### src/rtl/pc_pkg.sv
// Shared definitions for the program counter with return-address stack:
// action encoding and pointer sizing.
package pc_pkg;

    // One action per cycle, listed in decreasing priority.
    typedef enum logic [2:0] {
        OP_HOLD   = 3'd0,
        OP_RET    = 3'd1,
        OP_CALL   = 3'd2,
        OP_LOAD   = 3'd3,
        OP_BRANCH = 3'd4,
        OP_INCR   = 3'd5
    } pc_op_e;

    // Pointer must represent 0..depth inclusive.
    function automatic int ptr_width(input int depth);
        return $clog2(depth + 1);
    endfunction

    // Width of a physical slot index (at least one bit).
    function automatic int idx_width(input int depth);
        return (depth > 1) ? $clog2(depth) : 1;
    endfunction

endpackage : pc_pkg

### src/rtl/pc_ret_stack.sv
// Return-address LIFO: push/pop with saturating pointer, top-of-stack read,
// full/empty decoded from the registered pointer.
module pc_ret_stack
    import pc_pkg::*;
#(
    parameter int ADDR_W      = 16,
    parameter int STACK_DEPTH = 4
) (
    input  logic              clk,
    input  logic              rst,
    input  logic              push,
    input  logic              pop,
    input  logic [ADDR_W-1:0] push_data,
    output logic [ADDR_W-1:0] top,
    output logic              full,
    output logic              empty
);

    localparam int PTR_W = ptr_width(STACK_DEPTH);
    localparam int IDX_W = idx_width(STACK_DEPTH);
    localparam logic [PTR_W-1:0] DEPTH_P = PTR_W'(STACK_DEPTH);
    localparam logic [PTR_W-1:0] ONE_P   = PTR_W'(1);

    logic [PTR_W-1:0]  ptr_reg;
    logic [PTR_W-1:0]  ptr_next;
    logic [PTR_W-1:0]  top_ptr;
    logic              do_push;
    logic              do_pop;
    logic [ADDR_W-1:0] mem [2**IDX_W];

    assign full  = (ptr_reg == DEPTH_P);
    assign empty = (ptr_reg == '0);

    // Pop wins over push; both are refused at the respective bound.
    assign do_pop  = pop && !empty;
    assign do_push = push && !pop && !full;

    always_comb begin
        ptr_next = ptr_reg;
        if (do_pop) begin
            ptr_next = ptr_reg - ONE_P;
        end else if (do_push) begin
            ptr_next = ptr_reg + ONE_P;
        end
    end

    always_ff @(posedge clk or posedge rst) begin
        if (rst) begin
            ptr_reg <= '0;
        end else begin
            ptr_reg <= ptr_next;
        end
    end

    // Contents are don't-care after reset, so the array carries no reset.
    always_ff @(posedge clk) begin
        if (do_push && !rst) begin
            mem[ptr_reg[IDX_W-1:0]] <= push_data;
        end
    end

    assign top_ptr = empty ? '0 : (ptr_reg - ONE_P);
    assign top     = mem[top_ptr[IDX_W-1:0]];

endmodule : pc_ret_stack

### src/rtl/pc_stack_counter.sv
// Program counter for the down-sampler control processor: absolute load,
// relative branch, increment, stall and call/return through a LIFO.
module pc_stack_counter
    import pc_pkg::*;
#(
    parameter int                ADDR_W      = 16,
    parameter int                STACK_DEPTH = 4,
    parameter logic [ADDR_W-1:0] RESET_VEC   = '0
) (
    input  logic              clk,
    input  logic              rst,
    input  logic              stall,
    input  logic              en,
    input  logic              incr_en,
    input  logic              branch_en,
    input  logic              call_en,
    input  logic              ret_en,
    input  logic              err_clr,
    input  logic [ADDR_W-1:0] c_in,
    input  logic [ADDR_W-1:0] offset,
    output logic [ADDR_W-1:0] a_out,
    output logic [ADDR_W-1:0] b_out,
    output logic [ADDR_W-1:0] im_out,
    output logic              stack_full,
    output logic              stack_empty,
    output logic              stack_err
);

    localparam logic [ADDR_W-1:0] ONE_A = ADDR_W'(1);

    pc_op_e            op;
    logic [ADDR_W-1:0] pc_reg;
    logic [ADDR_W-1:0] pc_next;
    logic              err_reg;
    logic              err_next;
    logic              err_set;
    logic              push;
    logic              pop;
    logic [ADDR_W-1:0] push_data;
    logic [ADDR_W-1:0] stk_top;
    logic              stk_full;
    logic              stk_empty;

    always_comb begin
        op = OP_HOLD;
        if (stall) begin
            op = OP_HOLD;
        end else if (ret_en) begin
            op = OP_RET;
        end else if (call_en) begin
            op = OP_CALL;
        end else if (en) begin
            op = OP_LOAD;
        end else if (branch_en) begin
            op = OP_BRANCH;
        end else if (incr_en) begin
            op = OP_INCR;
        end
    end

    assign push_data = pc_reg + ONE_A;

    always_comb begin
        pc_next = pc_reg;
        push    = 1'b0;
        pop     = 1'b0;
        err_set = 1'b0;
        case (op)
            OP_RET: begin
                if (stk_empty) begin
                    err_set = 1'b1;
                end else begin
                    pop     = 1'b1;
                    pc_next = stk_top;
                end
            end
            OP_CALL: begin
                if (stk_full) begin
                    err_set = 1'b1;
                end else begin
                    push    = 1'b1;
                    pc_next = c_in;
                end
            end
            // Legacy behaviour: load-and-increment lands on c_in+1.
            OP_LOAD:   pc_next = incr_en ? (c_in + ONE_A) : c_in;
            OP_BRANCH: pc_next = pc_reg + offset;
            OP_INCR:   pc_next = pc_reg + ONE_A;
            default:   pc_next = pc_reg;
        endcase
    end

    // A new error outranks a clear arriving in the same cycle.
    always_comb begin
        err_next = err_reg;
        if (err_set) begin
            err_next = 1'b1;
        end else if (err_clr) begin
            err_next = 1'b0;
        end
    end

    always_ff @(posedge clk or posedge rst) begin
        if (rst) begin
            pc_reg  <= RESET_VEC;
            err_reg <= 1'b0;
        end else begin
            pc_reg  <= pc_next;
            err_reg <= err_next;
        end
    end

    pc_ret_stack #(
        .ADDR_W      (ADDR_W),
        .STACK_DEPTH (STACK_DEPTH)
    ) u_stack (
        .clk       (clk),
        .rst       (rst),
        .push      (push),
        .pop       (pop),
        .push_data (push_data),
        .top       (stk_top),
        .full      (stk_full),
        .empty     (stk_empty)
    );

    assign a_out       = pc_reg;
    assign b_out       = pc_reg;
    assign im_out      = pc_reg;
    assign stack_full  = stk_full;
    assign stack_empty = stk_empty;
    assign stack_err   = err_reg;

endmodule : pc_stack_counter

### config.mk
export PLATFORM = sky130hd
export DESIGN_NAME = pc_stack_counter
export DESIGN_NICKNAME = d
export VERILOG_FILES = /design/src/rtl/pc_pkg.sv /design/src/rtl/pc_ret_stack.sv /design/src/rtl/pc_stack_counter.sv
export SDC_FILE = /design/constraint.sdc
export NUM_CORES = 1
export LEC_CHECK = 0
export CORE_ASPECT_RATIO = 0.7
export CORE_MARGIN = 5
export CORE_UTILIZATION = 30
export CTS_BUF_LIST = sky130_fd_sc_hd__clkbuf_8
export DETAILED_ROUTE_END_ITERATION = 16
export PLACE_DENSITY = 0.61
export SYNTH_ARGS = -nofsm -noshare
export SYNTH_HDL_FRONTEND = slang
export SYNTH_SLANG_ARGS = --single-unit
### constraint.sdc
create_clock -name clk -period 2.4 [get_ports clk]
set_input_delay 0.36 -clock clk [delete_from_list [all_inputs] [get_ports clk]]
set_output_delay 0.36 -clock clk [all_outputs]
set_load 0.1 [all_outputs]
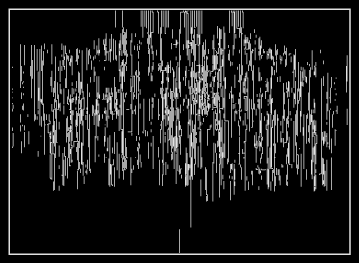
Figure 1: M2 wires.
Drawn at 2 px/µm.
nets with wire on the layer: 633
share of all routed wire: 42%
main direction: vertical
longest straight run: 69.7 µm

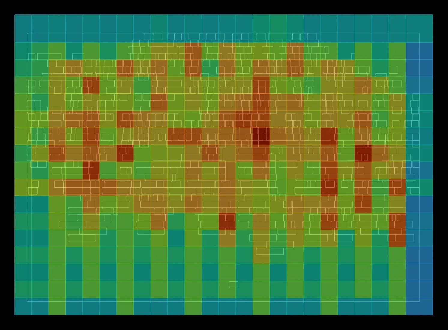
Figure 2: congestion heat map.
drt wl/cell: 18.42 µm
met2 usage: 23.39%
met3 Track Usage GR: 3.698%
GR peak layer: met1
GRT met1 Usage: 24.10%

==> impl_metrics.csv <==
group,metric,value,unit
run_status,status,"finished, final reports clean",
cells_and_area,layout_top_cells,"buf_4, edfxtp_1, nand2_1",
timing,finClkSkew,0.01562,ns
timing,tightest_slew,0.4797,ns
clock_network,clock_sinks,84,
timing,holdWs,0.2589,ns
grt,grt_pass1_wl,25640,µm
detailed_routing,drt_iter0_drc,383,
clock_network,cts_tree,"done",
synthesis,synthTopCellsByCount,"edfxtp_1, nand2_1, buf_4, a21oi_1, nor2_1",
synthesis,fp_nets,589,
timing,fin_ws,0.06068,ns
critical_path,cp_data_arrival_time,2.59,ns
synthesis,most_common_cell,"edfxtp_1",
timing,fin_tns_setup,0,ns
critical_path,rr_startpoint,"u_stack.ptr_reg[0]$_DFFE_PP0P_",
clock_network,clock_latency,0.36,ns
cells_and_area,final_cells,915,
critical_path,slowest_delay,0.53,ns
[per-layer routing]
metal | track usage (%) | part of all wire, %
met1 | 24.10 | 50
met2 | 23.39 | 42
met3 | 3.698 | 6.7
met4 | 2.665 | 0.86
met5 | 0 | 0
[cell families (layout without fill, tap and decap cells)]
kind of cell	after synthesis	in the layout
compound gates	129	129
xor+xnor	29	29
fa+ha+maj	24	24
buf+inv	68	228
flops	84	84
mux	23	23
simple gates	167	167
[layout make-up]
class,count,share of cell area (%)
inverter,16,0.8166
clock buffer,9,1.684
multi-input combinational,372,35.64
clock inverter,7,1.004
timing repair buffer,196,23.70
sequential,84,33.23
tap,231,3.930
[timing repair]
action	in CTS	in global routing
endpoints found under the setup margin	4	7
gates resized	3	17
cloned	0	1
buffers inserted	0	4
pin swaps	0	7
